**Run 1: placement by cell class**

Fill, decap, tap and diode cells in grey.
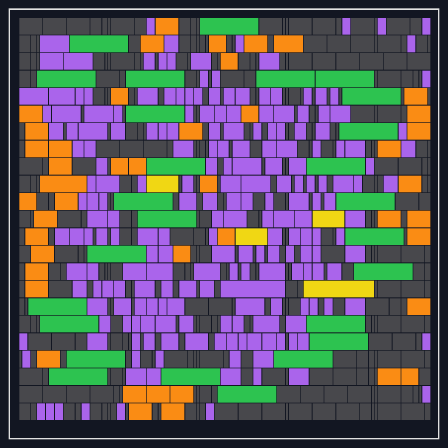
**Run 1: cell outlines without signal wires**

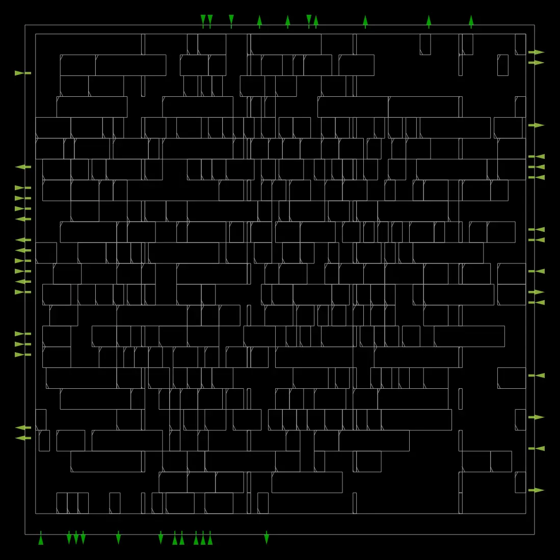
**Run 1: the metal 3 layer**

Scale bar: 20 um.
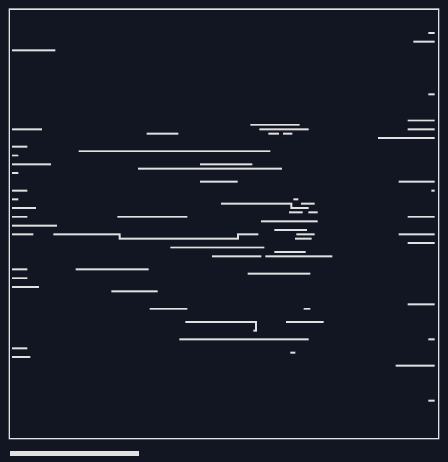
## config.mk

```make
export PLATFORM = sky130hd
export DESIGN_NAME = mem_error_reporter
export DESIGN_NICKNAME = d
export VERILOG_FILES = /design/src/rtl/mem_error_reporter.sv
export SDC_FILE = /design/constraint.sdc
export NUM_CORES = 1
export LEC_CHECK = 0
export CAP_MARGIN = 20
export CORE_MARGIN = 1
export CORE_UTILIZATION = 49
export CTS_CLUSTER_DIAMETER = 30
export DETAILED_ROUTE_END_ITERATION = 12
export PLACE_DENSITY = 0.81
export SLEW_MARGIN = 10
export SYNTH_ARGS = -nofsm -noshare
export SYNTH_HDL_FRONTEND = slang
export SYNTH_SLANG_ARGS = --single-unit
```

## constraint.sdc

```tcl
create_clock -name clk -period 3.8 [get_ports clk]
set_input_delay 0.38 -clock clk [delete_from_list [all_inputs] [get_ports clk]]
set_output_delay 0.38 -clock clk [all_outputs]
set_load 0.05 [all_outputs]
```

## src/rtl/mem_error_reporter.sv

```systemverilog
// mem_error_reporter
//   Consumer side of the memory error detector's error/interrupt handshake.
//   When the held error vector is non-zero, it is captured into a snapshot.
//   One record is streamed per set flag, lowest flag first, over a
//   valid/ready interface. Afterwards a one-cycle interrupt returns the
//   detector to idle. The block then waits for the error vector to clear
//   before it may capture again.
//   Optional feature: define MEM_ERR_REPORTER_COUNT_EN to build a saturating
//   counter of accepted records on err_count. When it is undefined,
//   err_count is tied to zero and cnt_clr is ignored.
module mem_error_reporter #(
  parameter int unsigned arraySize = 4,
  parameter int unsigned CNT_W     = 16,
  localparam int unsigned IDX_W    = (arraySize > 1) ? $clog2(arraySize) : 1,
  localparam int unsigned NFLAG    = 6 * arraySize
) (
  input  logic             clk,
  input  logic             rst,
  input  logic             enable,
  input  logic [NFLAG-1:0] error,
  output logic             interrupt,
  output logic             rec_valid,
  input  logic             rec_ready,
  output logic [2:0]       rec_group,
  output logic [IDX_W-1:0] rec_index,
  output logic             rec_last,
  output logic             busy,
  output logic [CNT_W-1:0] err_count,
  input  logic             cnt_clr
);

  typedef enum logic [1:0] {
    IDLE     = 2'd0,
    SEND     = 2'd1,
    IRQ      = 2'd2,
    WAIT_CLR = 2'd3
  } state_t;

  state_t           state_q, state_d;
  logic [NFLAG-1:0] snap_q, snap_d;

  logic [NFLAG-1:0] snap_rest;
  logic [2:0]       sel_group;
  logic [IDX_W-1:0] sel_index;
  logic             sel_found;
  logic             accept;

  // Snapshot with its lowest set flag removed; it is empty when that flag was the last one.
  assign snap_rest = snap_q & (snap_q - NFLAG'(1));

  // Priority decode of the lowest set snapshot flag into group/index.
  always_comb begin
    sel_group = '0;
    sel_index = '0;
    sel_found = 1'b0;
    for (int unsigned k = 0; k < NFLAG; k++) begin
      if (!sel_found && snap_q[k]) begin
        sel_found = 1'b1;
        sel_group = 3'(k / arraySize);
        sel_index = IDX_W'(k % arraySize);
      end
    end
  end

  // Outputs are decoded from registered state and snapshot only.
  assign rec_valid = (state_q == SEND);
  assign rec_group = rec_valid ? sel_group : '0;
  assign rec_index = rec_valid ? sel_index : '0;
  assign rec_last  = rec_valid && (snap_q != '0) && (snap_rest == '0);
  assign interrupt = (state_q == IRQ);
  assign busy      = (state_q != IDLE);
  assign accept    = rec_valid && rec_ready;

  // Next-state and snapshot update.
  always_comb begin
    state_d = state_q;
    snap_d  = snap_q;
    unique case (state_q)
      IDLE: begin
        if (enable && (error != '0)) begin
          snap_d  = error;
          state_d = SEND;
        end
      end
      SEND: begin
        if (rec_ready) begin
          snap_d = snap_rest;
          if (rec_last) state_d = IRQ;
        end
      end
      IRQ: begin
        state_d = WAIT_CLR;
      end
      WAIT_CLR: begin
        if (error == '0) state_d = IDLE;
      end
      default: begin
        state_d = IDLE;
        snap_d  = '0;
      end
    endcase
  end

  // State and snapshot registers.
  always_ff @(posedge clk or negedge rst) begin
    if (!rst) begin
      state_q <= IDLE;
      snap_q  <= '0;
    end else begin
      state_q <= state_d;
      snap_q  <= snap_d;
    end
  end

`ifdef MEM_ERR_REPORTER_COUNT_EN
  logic [CNT_W-1:0] cnt_q, cnt_d;

  // Saturating count of accepted records; a clear wins over an increment in the same cycle.
  always_comb begin
    cnt_d = cnt_q;
    if (cnt_clr) begin
      cnt_d = '0;
    end else if (accept && (cnt_q != '1)) begin
      cnt_d = cnt_q + CNT_W'(1);
    end
  end

  // Counter register.
  always_ff @(posedge clk or negedge rst) begin
    if (!rst) begin
      cnt_q <= '0;
    end else begin
      cnt_q <= cnt_d;
    end
  end

  assign err_count = cnt_q;
`else
  logic unused_cnt_inputs;
  assign unused_cnt_inputs = cnt_clr ^ accept;
  assign err_count = '0;
`endif

endmodule
```

==> results_slide.txt, run 1 <==
Flow Results at a Glance

Placement
  – GP Congestion: 0.9560
  – Placed cell areas: 2409 um2

STA
  – Final Max Tran Viols: 0
  – Fin crit share: 93.67%
  – RSZ-0062 raised after global routing: false

Worst setup path
  – R2r setup slk: ~0.71 ns
  – CP Capture Point: rec_index[1]
  – Arr. time, crit path: 3.18 ns
  – CP required: 3.42 ns
  – Number of cells on the critical path: 8
  – CP endpoint kind: output port
  – CP Launch Point: snap_q[0]

Cells and area
  – P&R area growth vs syn: 22.25%
  – Flip-flops: 26
  – Largest Register: snap_q
  – Comb gates: 202
  – MI comb area: 1241 um2
  – Buffering overhead: 17.09%
  – Most frequent logic cell in the layout: nand2_1

Global route
  – GRT Max-Usage Layer: met2
  – Largest net degree at the start of global routing: 27
  – Met1 Usage GRT: between 30% and 40%

Pwr
  – P per Cell Area: around 960 nW/um2
  – Clock share of power: 9.6%
  – Combinational share of power: about two thirds
  – Comb pwr: around 1.6 mW
  – Internal Power: 1.171 mW
  – Sw frac: between 50 and 60%

Synthesis
  – Dominant cell area share: 31.96%
  – Synth logic family: AND-OR/OR-AND gates
  – Mapped Area: 2036 um2
  – Complex-gate fraction of the synthesized area: between 20 and 30%
  – Most frequent cells after synthesis: nand2_1, o21ai_0, dfrtp_1
  – Cells after Synth: roughly 250
  – Post-synth EDFFs: 0
  – Cell type with the largest total area: dfrtp_1
  – Ys async rst share: 100.0%
  – Simple share: 23.36%

Job
  – Maxcap violations: 0

Die
  – Initial Util: 50.89%

Clock tree
  – TritonCTS clock tree: built
  – Clk slew on worst S/H paths: 0.10 ns

Outcome
  – Status: completed

Route
  – Met2 WL: 2436 um
About 'placement by cell class':
Key: purple = combinational and other logic [cells 212, share of their area 53%]; orange = remaining buffers and delay cells [cells 44, share of their area 18%]; green = sequential cells [cells 26, share of their area 27%]; yellow = clock drivers and dummy loads [cells 4, share of their area 2.9%]
Site Rows: 23
Core Area: 4000 um2

About 'cell outlines without signal wires':
tap cell instance count: 50
sequential portion of the cell area: 26.14%
# fillers: 358
final core occ: 62.21%

About 'the metal 3 layer':
The wires run mostly horizontal. The layer carries 376 um of wire. The layer holds 7.1% of the routed length. The longest straight run is 29.4 um.
met3 Use GR: 4.795%
via count: 2052

==> run 2, diff against run 1 <==
--- a/config.mk
+++ b/config.mk
@@ -11,7 +11,6 @@
 export CTS_CLUSTER_DIAMETER = 30
 export DETAILED_ROUTE_END_ITERATION = 12
 export PLACE_DENSITY = 0.81
-export SLEW_MARGIN = 10
 export SYNTH_ARGS = -nofsm -noshare
 export SYNTH_HDL_FRONTEND = slang
 export SYNTH_SLANG_ARGS = --single-unit
**Run 2: placement by cell class**

Fill, decap, tap and diode cells in grey.
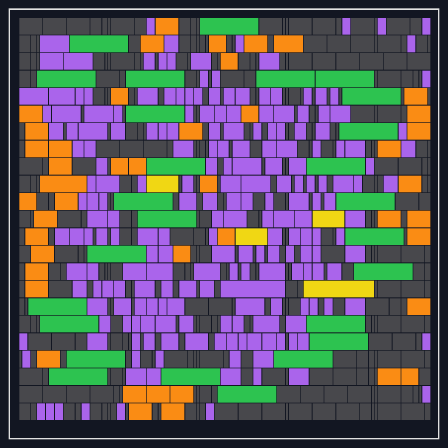
Key: green = sequential cells [cells 26, share of their area 27%]; purple = combinational and other logic [cells 212, share of their area 53%]; orange = remaining buffers and delay cells [cells 44, share of their area 18%]; yellow = clock drivers and dummy loads [cells 4, share of their area 2.9%]
fin area: 2489 um2

**Run 2: I/O nets highlighted**

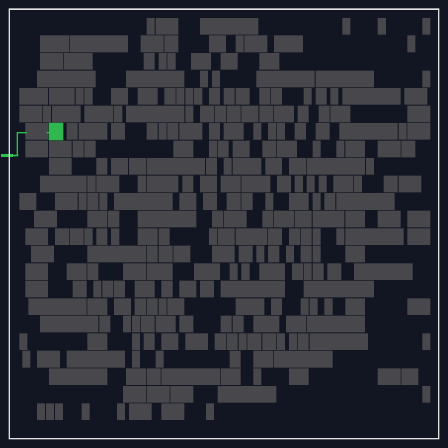
Key: green = rec_ready [direction input, edge west, end cells 1, buffers 1, wire 6.10 um]
IO Port Bufs: 36
I/O Pins: 54

==> results_slide.txt, run 2 <==
Flow Results at a Glance

Synthesis
  – Post-synth EDFFs: 0 (unchanged)
  – Mapped Area: 2036 um2 (unchanged)
  – Cell type with the largest total area: dfrtp_1
  – Complex-gate fraction of the synthesized area: 28.95% (unchanged)
  – Ys async rst share: 100.0% (unchanged)

STA
  – Final Max Tran Viols: 0 (unchanged)

Job
  – Maxcap violations: 0 (unchanged)

Pwr
  – Combinational share of power: 64.7% (about the same)
  – Clock share of power: 9.6% (about the same)
  – Comb pwr: 1.55 mW (about the same)
  – Sw frac: 51.22% (unchanged)
  – Internal Power: 1.171 mW (unchanged)

Clock tree
  – TritonCTS clock tree: built
  – Clk slew on worst S/H paths: 0.10 ns (about the same)

Worst setup path
  – CP Capture Point: rec_index[1]
  – Arr. time, crit path: 3.18 ns (about the same)
  – Number of cells on the critical path: 8 (unchanged)

Die
  – Core Area: 4000 um2 (unchanged)
  – Initial Util: 50.89% (unchanged)
  – Site Rows: 23 (unchanged)

Cells and area
  – Sequential portion of the cell area: 26.14% (unchanged)
  – MI comb area: 1241 um2 (unchanged)
  – # fillers: 358 (unchanged)
  – Largest Register: snap_q
  – Comb gates: 202 (unchanged)
  – Final core occ: 62.21% (unchanged)
  – Buffering overhead: 17.09% (unchanged)
  – Flip-flops: 26 (unchanged)

Outcome
  – Status: completed

Placement
  – Placed cell areas: 2409 um2 (unchanged)

Route
  – Via count: 2052 (unchanged)

Global route
  – GRT Max-Usage Layer: met2
  – Met1 Usage GRT: 36.17% (unchanged)
**Run 2: the metal 3 layer**

Scale bar: 20 um.
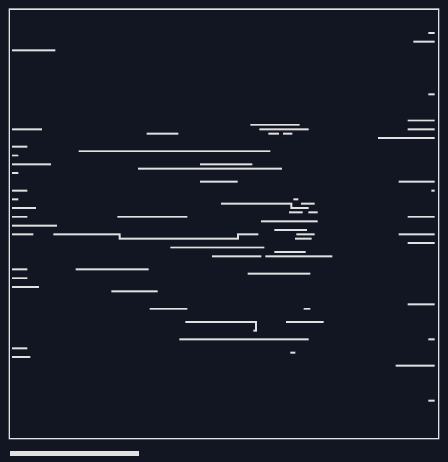
The layer holds 7.1% of the routed length. 55 nets have wire on it. The layer carries 376 um of wire.
WL final: 5309 um

Power is estimated from default activity; no workload was simulated.
